File: src/rtl/timeout_sched_pkg.sv
// Shared types and sizing helpers for the multi-channel timeout scheduler.
package timeout_sched_pkg;

   typedef enum logic [0:0] {
      IDLE  = 1'b0,
      SWEEP = 1'b1
   } sweep_state_t;

   localparam int CNT_W_DEF = 16;

   // Channel index width; a one-bit index is kept even for tiny channel counts.
   function automatic int idx_width(input int n);
      return (n > 2) ? $clog2(n) : 1;
   endfunction

endpackage

File: src/rtl/timeout_scheduler_if.sv
// Client-facing bundle of the timeout scheduler: tick, per-channel controls and status.
interface timeout_scheduler_if #(
   parameter int NUM_CH = 4,
   parameter int CNT_W  = 16
);
   logic                      tick_in;
   logic [NUM_CH-1:0]         arm;
   logic [NUM_CH*CNT_W-1:0]   arm_val;
   logic [NUM_CH-1:0]         stop;
   logic [NUM_CH-1:0]         exp_ack;
   logic [NUM_CH-1:0]         active;
   logic [NUM_CH-1:0]         expire;
   logic                      busy;
   logic                      ovr;

   modport master (
      output tick_in, arm, arm_val, stop, exp_ack,
      input  active, expire, busy, ovr
   );

   modport slave (
      input  tick_in, arm, arm_val, stop, exp_ack,
      output active, expire, busy, ovr
   );
endinterface

File: src/rtl/tmo_sweep_ctrl.sv
// Sweep sequencer: walks idx 0..NUM_CH-1 once per tick, queues one extra tick, flags overrun.
module tmo_sweep_ctrl
   import timeout_sched_pkg::*;
#(
   parameter int NUM_CH = 4,
   parameter int IDX_W  = 2
) (
   input  logic             clk,
   input  logic             rst,
   input  logic             tick,
   output logic             step_en,
   output logic [IDX_W-1:0] step_idx,
   output logic             busy,
   output logic             ovr
);

   localparam logic [IDX_W-1:0] LAST_IDX = IDX_W'(NUM_CH - 1);

   sweep_state_t     state_q, state_d;
   logic [IDX_W-1:0] idx_q, idx_d;
   logic             pend_q, pend_d;
   logic             ovr_q, ovr_d;

   always_ff @(posedge clk) begin
      if (rst) begin
         state_q <= IDLE;
         idx_q   <= '0;
         pend_q  <= 1'b0;
         ovr_q   <= 1'b0;
      end else begin
         state_q <= state_d;
         idx_q   <= idx_d;
         pend_q  <= pend_d;
         ovr_q   <= ovr_d;
      end
   end

   always_comb begin
      state_d = state_q;
      idx_d   = idx_q;
      pend_d  = pend_q;
      ovr_d   = ovr_q;
      // Only one tick can be queued; a tick landing on a full queue is lost.
      if (tick && pend_q) begin
         ovr_d = 1'b1;
      end
      case (state_q)
         IDLE: begin
            if (tick || pend_q) begin
               state_d = SWEEP;
               idx_d   = '0;
               pend_d  = 1'b0;
            end
         end
         SWEEP: begin
            if (idx_q == LAST_IDX) begin
               idx_d  = '0;
               pend_d = 1'b0;
               // A tick on the final step chains straight into the next sweep.
               if (!(tick || pend_q)) begin
                  state_d = IDLE;
               end
            end else begin
               idx_d = idx_q + 1'b1;
               if (tick) begin
                  pend_d = 1'b1;
               end
            end
         end
         default: begin
            state_d = IDLE;
            idx_d   = '0;
         end
      endcase
   end

   assign step_en  = (state_q == SWEEP);
   assign step_idx = idx_q;
   assign busy     = (state_q == SWEEP);
   assign ovr      = ovr_q;

endmodule

File: src/rtl/timeout_scheduler.sv
// Multi-channel ms timeout service: one shared decrementer swept across channels per tick.
module timeout_scheduler
   import timeout_sched_pkg::*;
#(
   parameter int NUM_CH = 4,
   parameter int CNT_W  = CNT_W_DEF
) (
   input  logic                clk,
   input  logic                rst,
   timeout_scheduler_if.slave  bus
);

   localparam int IDX_W = idx_width(NUM_CH);

   logic [CNT_W-1:0]  cnt_q [NUM_CH];
   logic [CNT_W-1:0]  cnt_d [NUM_CH];
   logic [NUM_CH-1:0] active_q, active_d;
   logic [NUM_CH-1:0] expire_q, expire_d;

   logic              step_en;
   logic [IDX_W-1:0]  step_idx;
   logic              sweep_busy;
   logic              sweep_ovr;

   logic [CNT_W-1:0]  sel_cnt;
   logic [CNT_W-1:0]  dec_val;
   logic              dec_en;
   logic              dec_last;

   tmo_sweep_ctrl #(
      .NUM_CH (NUM_CH),
      .IDX_W  (IDX_W)
   ) u_sweep (
      .clk      (clk),
      .rst      (rst),
      .tick     (bus.tick_in),
      .step_en  (step_en),
      .step_idx (step_idx),
      .busy     (sweep_busy),
      .ovr      (sweep_ovr)
   );

   // Shared decrement datapath; the zero guard keeps counts from wrapping.
   assign sel_cnt  = cnt_q[step_idx];
   assign dec_val  = sel_cnt - 1'b1;
   assign dec_last = (sel_cnt == CNT_W'(1));
   assign dec_en   = step_en && active_q[step_idx] && (sel_cnt != '0);

   always_comb begin
      for (int i = 0; i < NUM_CH; i++) begin
         cnt_d[i]    = cnt_q[i];
         active_d[i] = active_q[i];
         expire_d[i] = expire_q[i] & ~bus.exp_ack[i];
         if (bus.arm[i]) begin
            if (bus.arm_val[i*CNT_W +: CNT_W] == '0) begin
               active_d[i] = 1'b0;
               expire_d[i] = 1'b1;
            end else begin
               cnt_d[i]    = bus.arm_val[i*CNT_W +: CNT_W];
               active_d[i] = 1'b1;
            end
         end else if (bus.stop[i]) begin
            cnt_d[i]    = '0;
            active_d[i] = 1'b0;
         end else if (dec_en && (step_idx == IDX_W'(i))) begin
            cnt_d[i] = dec_val;
            if (dec_last) begin
               active_d[i] = 1'b0;
               expire_d[i] = 1'b1;
            end
         end
      end
   end

   always_ff @(posedge clk) begin
      if (rst) begin
         cnt_q    <= '{default: '0};
         active_q <= '0;
         expire_q <= '0;
      end else begin
         cnt_q    <= cnt_d;
         active_q <= active_d;
         expire_q <= expire_d;
      end
   end

   assign bus.active = active_q;
   assign bus.expire = expire_q;
   assign bus.busy   = sweep_busy;
   assign bus.ovr    = sweep_ovr;

endmodule

File: src/flat_wrapper.sv
// flat-port wrapper written by rule: the top's interface ports become plain ports
module timeout_scheduler_flat import timeout_sched_pkg::*;
#(
   parameter int NUM_CH = 4,
   parameter int CNT_W  = CNT_W_DEF
)
  (clk, rst, bus_tick_in, bus_arm, bus_arm_val, bus_stop, bus_exp_ack, bus_active, bus_expire, bus_busy, bus_ovr);
  timeout_scheduler_if #(.NUM_CH(NUM_CH), .CNT_W(CNT_W)) bus_i ();
  input  logic clk;
  input  logic rst;
  input wire logic [$bits(bus_i.tick_in)-1:0] bus_tick_in;
  input wire logic [$bits(bus_i.arm)-1:0] bus_arm;
  input wire logic [$bits(bus_i.arm_val)-1:0] bus_arm_val;
  input wire logic [$bits(bus_i.stop)-1:0] bus_stop;
  input wire logic [$bits(bus_i.exp_ack)-1:0] bus_exp_ack;
  output wire logic [$bits(bus_i.active)-1:0] bus_active;
  output wire logic [$bits(bus_i.expire)-1:0] bus_expire;
  output wire logic [$bits(bus_i.busy)-1:0] bus_busy;
  output wire logic [$bits(bus_i.ovr)-1:0] bus_ovr;
  assign bus_i.tick_in = bus_tick_in;
  assign bus_i.arm = bus_arm;
  assign bus_i.arm_val = bus_arm_val;
  assign bus_i.stop = bus_stop;
  assign bus_i.exp_ack = bus_exp_ack;
  assign bus_active = bus_i.active;
  assign bus_expire = bus_i.expire;
  assign bus_busy = bus_i.busy;
  assign bus_ovr = bus_i.ovr;
  timeout_scheduler #(.NUM_CH(NUM_CH), .CNT_W(CNT_W)) u_core (.clk(clk), .rst(rst), .bus(bus_i));
endmodule
File: config.mk
export PLATFORM = sky130hd
export DESIGN_NAME = timeout_scheduler_flat
export DESIGN_NICKNAME = d
export VERILOG_FILES = /design/src/rtl/timeout_sched_pkg.sv /design/src/rtl/timeout_scheduler_if.sv /design/src/rtl/tmo_sweep_ctrl.sv /design/src/rtl/timeout_scheduler.sv /design/src/flat_wrapper.sv
export SDC_FILE = /design/constraint.sdc
export NUM_CORES = 1
export LEC_CHECK = 0
export CAP_MARGIN = 15
export CORE_MARGIN = 2
export CORE_UTILIZATION = 47
export CTS_CLUSTER_SIZE = 10
export DETAILED_ROUTE_END_ITERATION = 16
export GPL_TIMING_DRIVEN = 1
export HOLD_SLACK_MARGIN = 0.12
export PLACE_DENSITY_LB_ADDON = 0.12
export SYNTH_ARGS = -nofsm -noshare
export SYNTH_HDL_FRONTEND = slang
export SYNTH_HIERARCHICAL = 1
export SYNTH_SLANG_ARGS = --single-unit
File: constraint.sdc
create_clock -name clk -period 3.1 [get_ports clk]
set_input_delay 0.775 -clock clk [delete_from_list [all_inputs] [get_ports clk]]
set_output_delay 0.775 -clock clk [all_outputs]
set_load 0.01 [all_outputs]
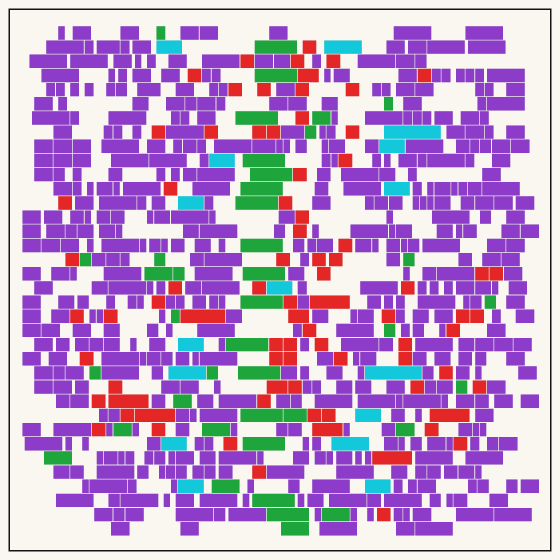
run_1/sizing.png
red -> x3 and x4  # cells 79
purple -> x1 and smaller  # cells 522
green -> x2  # cells 40
cyan -> x6 and larger  # cells 16
Area Overhead vs Synth: 35.9%
post-route standard cell area excluding fillers: 6350 µm²
bufs w/o clock: 160

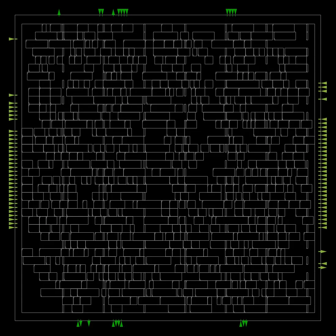
run_1/placed.png
count of placed standard cells in the final layout, fillers left out: 790
flop share of the area: 24.3%
Tap Count: 133
Rows: 36

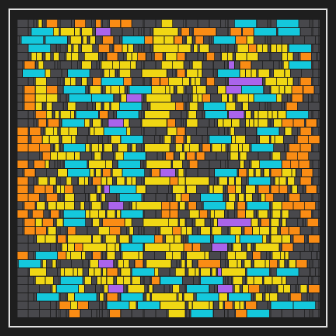
run_1/class_map.png
Fill, decap, tap and diode cells in gray.
yellow -> remaining logic cells  # cells 404
purple -> clock drivers and dummy loads  # cells 16
orange -> remaining buffers and delay cells  # cells 160
cyan -> registers  # cells 77
share of the core filled with cells: 65.2%
placeable core area: 9730 µm²

==> summary.rpt, run 1 <==
GLOBAL ROUTE
----------------------------------------------------------------------------
GR Util All Layers ............................................        31.2%

YOSYS
----------------------------------------------------------------------------
Area fraction in compound gates ...............................        27.9%
Share of synthesized registers carrying an async set or reset .           0%
Mean cell area of the mapped netlist ..........................     8.98 µm²
Synth Area in Adders ..........................................        1.07%
Share of synthesized area spent on multiplexers ...............        8.57%

FINAL TIMING
----------------------------------------------------------------------------
Final worst-path cycle share ..................................        96.5%
Slew Limit Headroom ...........................................        33.2%
Timing-limited maximum frequency ..............................      334 MHz

PLACE
----------------------------------------------------------------------------
GP Congestion .................................................        0.984
Placed cell count .............................................          773

POWER
----------------------------------------------------------------------------
Share of total power in combinational logic ...................        32.8%

ROUTING
----------------------------------------------------------------------------
Vias after detailed routing ...................................         5116
Met3 Wirelength ...............................................      1560 µm
Post-route ant nets ...........................................            0
Highest layer used for signal routing .........................         met4

FLOORPLANNING
----------------------------------------------------------------------------
Core Util at FP ...............................................        48.0%

FINISH
----------------------------------------------------------------------------
Most frequent cells in the layout ............................. sky130_fd_sc_hd__clkdlybuf4s50_1 (87), sky130_fd_sc_hd__dfxtp_1 (76), sky130_fd_sc_hd__buf_4 (69)
Multi-input combinational cell count ..........................          384

CRITICAL PATH
----------------------------------------------------------------------------
Crit path to .................................................. u_core/cnt_q[12]

STATUS
----------------------------------------------------------------------------
Outcome ....................................................... finished, final reports clean

==> run 1 -> run 2 <==
--- a/config.mk
+++ b/config.mk
@@ -6,8 +6,9 @@
 export NUM_CORES = 1
 export LEC_CHECK = 0
 export CAP_MARGIN = 15
+export CORE_ASPECT_RATIO = 0.5
 export CORE_MARGIN = 2
-export CORE_UTILIZATION = 47
+export CORE_UTILIZATION = 48
 export CTS_CLUSTER_SIZE = 10
 export DETAILED_ROUTE_END_ITERATION = 16
 export GPL_TIMING_DRIVEN = 1
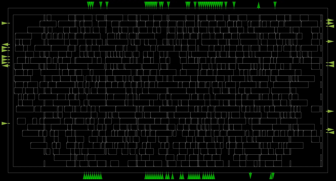
run_2/placed.png
share of the core filled with cells: 69.1%
Tap Count: 135
placeable core area: 9450 µm²

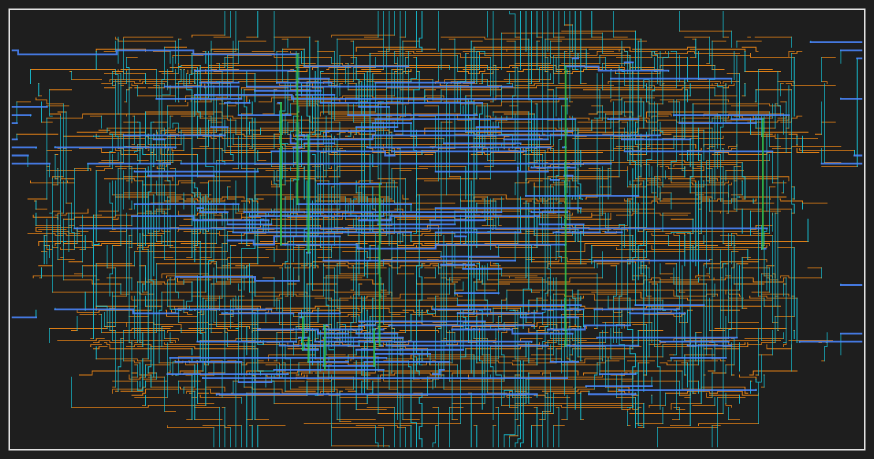
run_2/layers.png
cyan -> M2  # wire length 7130 µm
orange -> M1  # wire length 7640 µm
green -> M4  # wire length 188 µm
blue -> M3  # wire length 2340 µm
wire length reported by the detailed router: 17300 µm
GR Util All Layers: 33.8%
average wire per standard cell: 21.5 µm

==> run 2 against run 1 <==
Effect of this change:
- clock power increased by about 20%
- via count increased by 2.4%
- fmax increased by 0.30%
- combinational power increased by 1%
- flip-flop count unchanged
- non-clock buffer count increased by 13
- critical path type unchanged
- critical endpoint is now u_core/cnt_q[9]
- largest power group unchanged
==> summary.rpt, run 2 <==
FINISH
----------------------------------------------------------------------------------------
Area Overhead vs Synth ....................................................        39.8%
Flop share of the area ....................................................        23.7%   -0.67 points
Multi-input combinational cell count ......................................          384   unchanged
Post-route standard cell area excluding fillers ...........................     6530 µm²   +2.9%
Count of placed standard cells in the final layout, fillers left out ......          803   +1.6%
Clock tree buffer count of the final layout ...............................           12
Most frequent cells in the layout ......................................... sky130_fd_sc_hd__clkdlybuf4s50_1 (87), sky130_fd_sc_hd__buf_4 (81), sky130_fd_sc_hd__dfxtp_1 (75)
Bufs w/o clock ............................................................          173   +8.1%

YOSYS
----------------------------------------------------------------------------------------
Share of synthesized area spent on multiplexers ...........................        8.57%   unchanged
Area fraction in compound gates ...........................................        27.9%   unchanged
Synth Area in Adders ......................................................        1.07%   unchanged
Floorplan Nets ............................................................          603
Mean cell area of the mapped netlist ......................................     8.98 µm²   unchanged
Share of synthesized registers carrying an async set or reset .............           0%   unchanged
Largest area contributor in the synthesized netlist ....................... sky130_fd_sc_hd__dfxtp_1

GLOBAL ROUTE
----------------------------------------------------------------------------------------
GR peak layer .............................................................         met1
Pin count of the biggest net entering global routing ......................           36

ROUTING
----------------------------------------------------------------------------------------
Vias after detailed routing ...............................................         5238   +2.4%
Met3 Wirelength ...........................................................      2340 µm   +50%
Post-route ant nets .......................................................            0   unchanged
Met2 routed WL ............................................................      7130 µm
Number of search-and-repair iterations in the first detailed-routing pass .            6
WL met1 ...................................................................      7640 µm
Highest layer used for signal routing .....................................         met4

POWER
----------------------------------------------------------------------------------------
Switching share of total power ............................................        30.9%
Share of total power in combinational logic ...............................        31.3%   -1.5 points

HOLD PATH
----------------------------------------------------------------------------------------
Hold Crit Class ........................................................... flip-flop to flip-flop

CRITICAL PATH
----------------------------------------------------------------------------------------
Crit path buffers/inverters ...............................................            2
CP max-delay cell ......................................................... sky130_fd_sc_hd__mux4_2
Crit path to .............................................................. u_core/cnt_q[9]
End of the worst register-to-register path ................................ u_core/cnt_q[9]
Arrival time at the worst endpoint ........................................      3.22 ns
Slowest stage delay, CP ...................................................      0.52 ns
Critical Path Stages ......................................................            8

FLOORPLANNING
----------------------------------------------------------------------------------------
Rows ......................................................................           25   -31%
Die H .....................................................................      73.8 µm
Core Util at FP ...........................................................        49.4%   +1.4 points

PLACE
----------------------------------------------------------------------------------------
Placed cell count .........................................................          788   +1.9%
GP Congestion .............................................................        0.978   -0.67%

FINAL TIMING
----------------------------------------------------------------------------------------
Slew Limit Headroom .......................................................        48.4%   +15 points
Final worst-path cycle share ..............................................        96.2%   -0.29 points
Timing-limited maximum frequency ..........................................      335 MHz   +0.30%

STATUS
----------------------------------------------------------------------------------------
Outcome ................................................................... finished, final reports clean

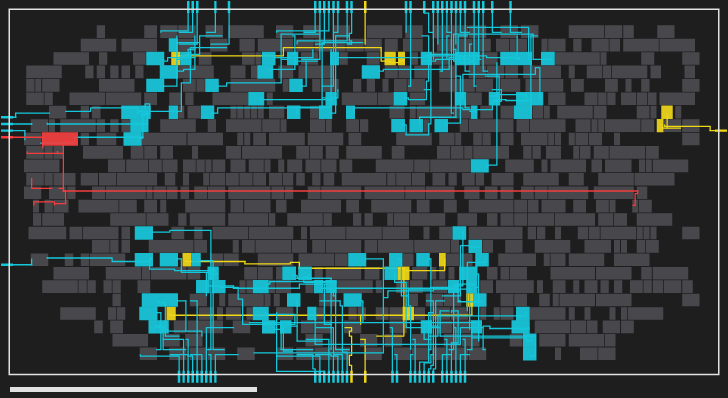
run_2/port_trees.png
Scale bar: 50 µm.
yellow -> `bus_stop`  # bits 4, direction input, edge 2 bottom, 1 right, 1 top, end cells 11, buffers 4, wire 240 µm
red -> `bus_busy`  # bits 1, direction output, edge left, end cells 1, buffers 1, wire 168 µm
cyan -> `bus_arm_val`  # bits 64, direction input, edge 31 bottom, 29 top, 4 left, end cells 80, buffers 64, wire 2100 µm
ports placed on the boundary: 89
input/output buffers: 88

No activity file was given, so power comes from the tool's default toggle rates.
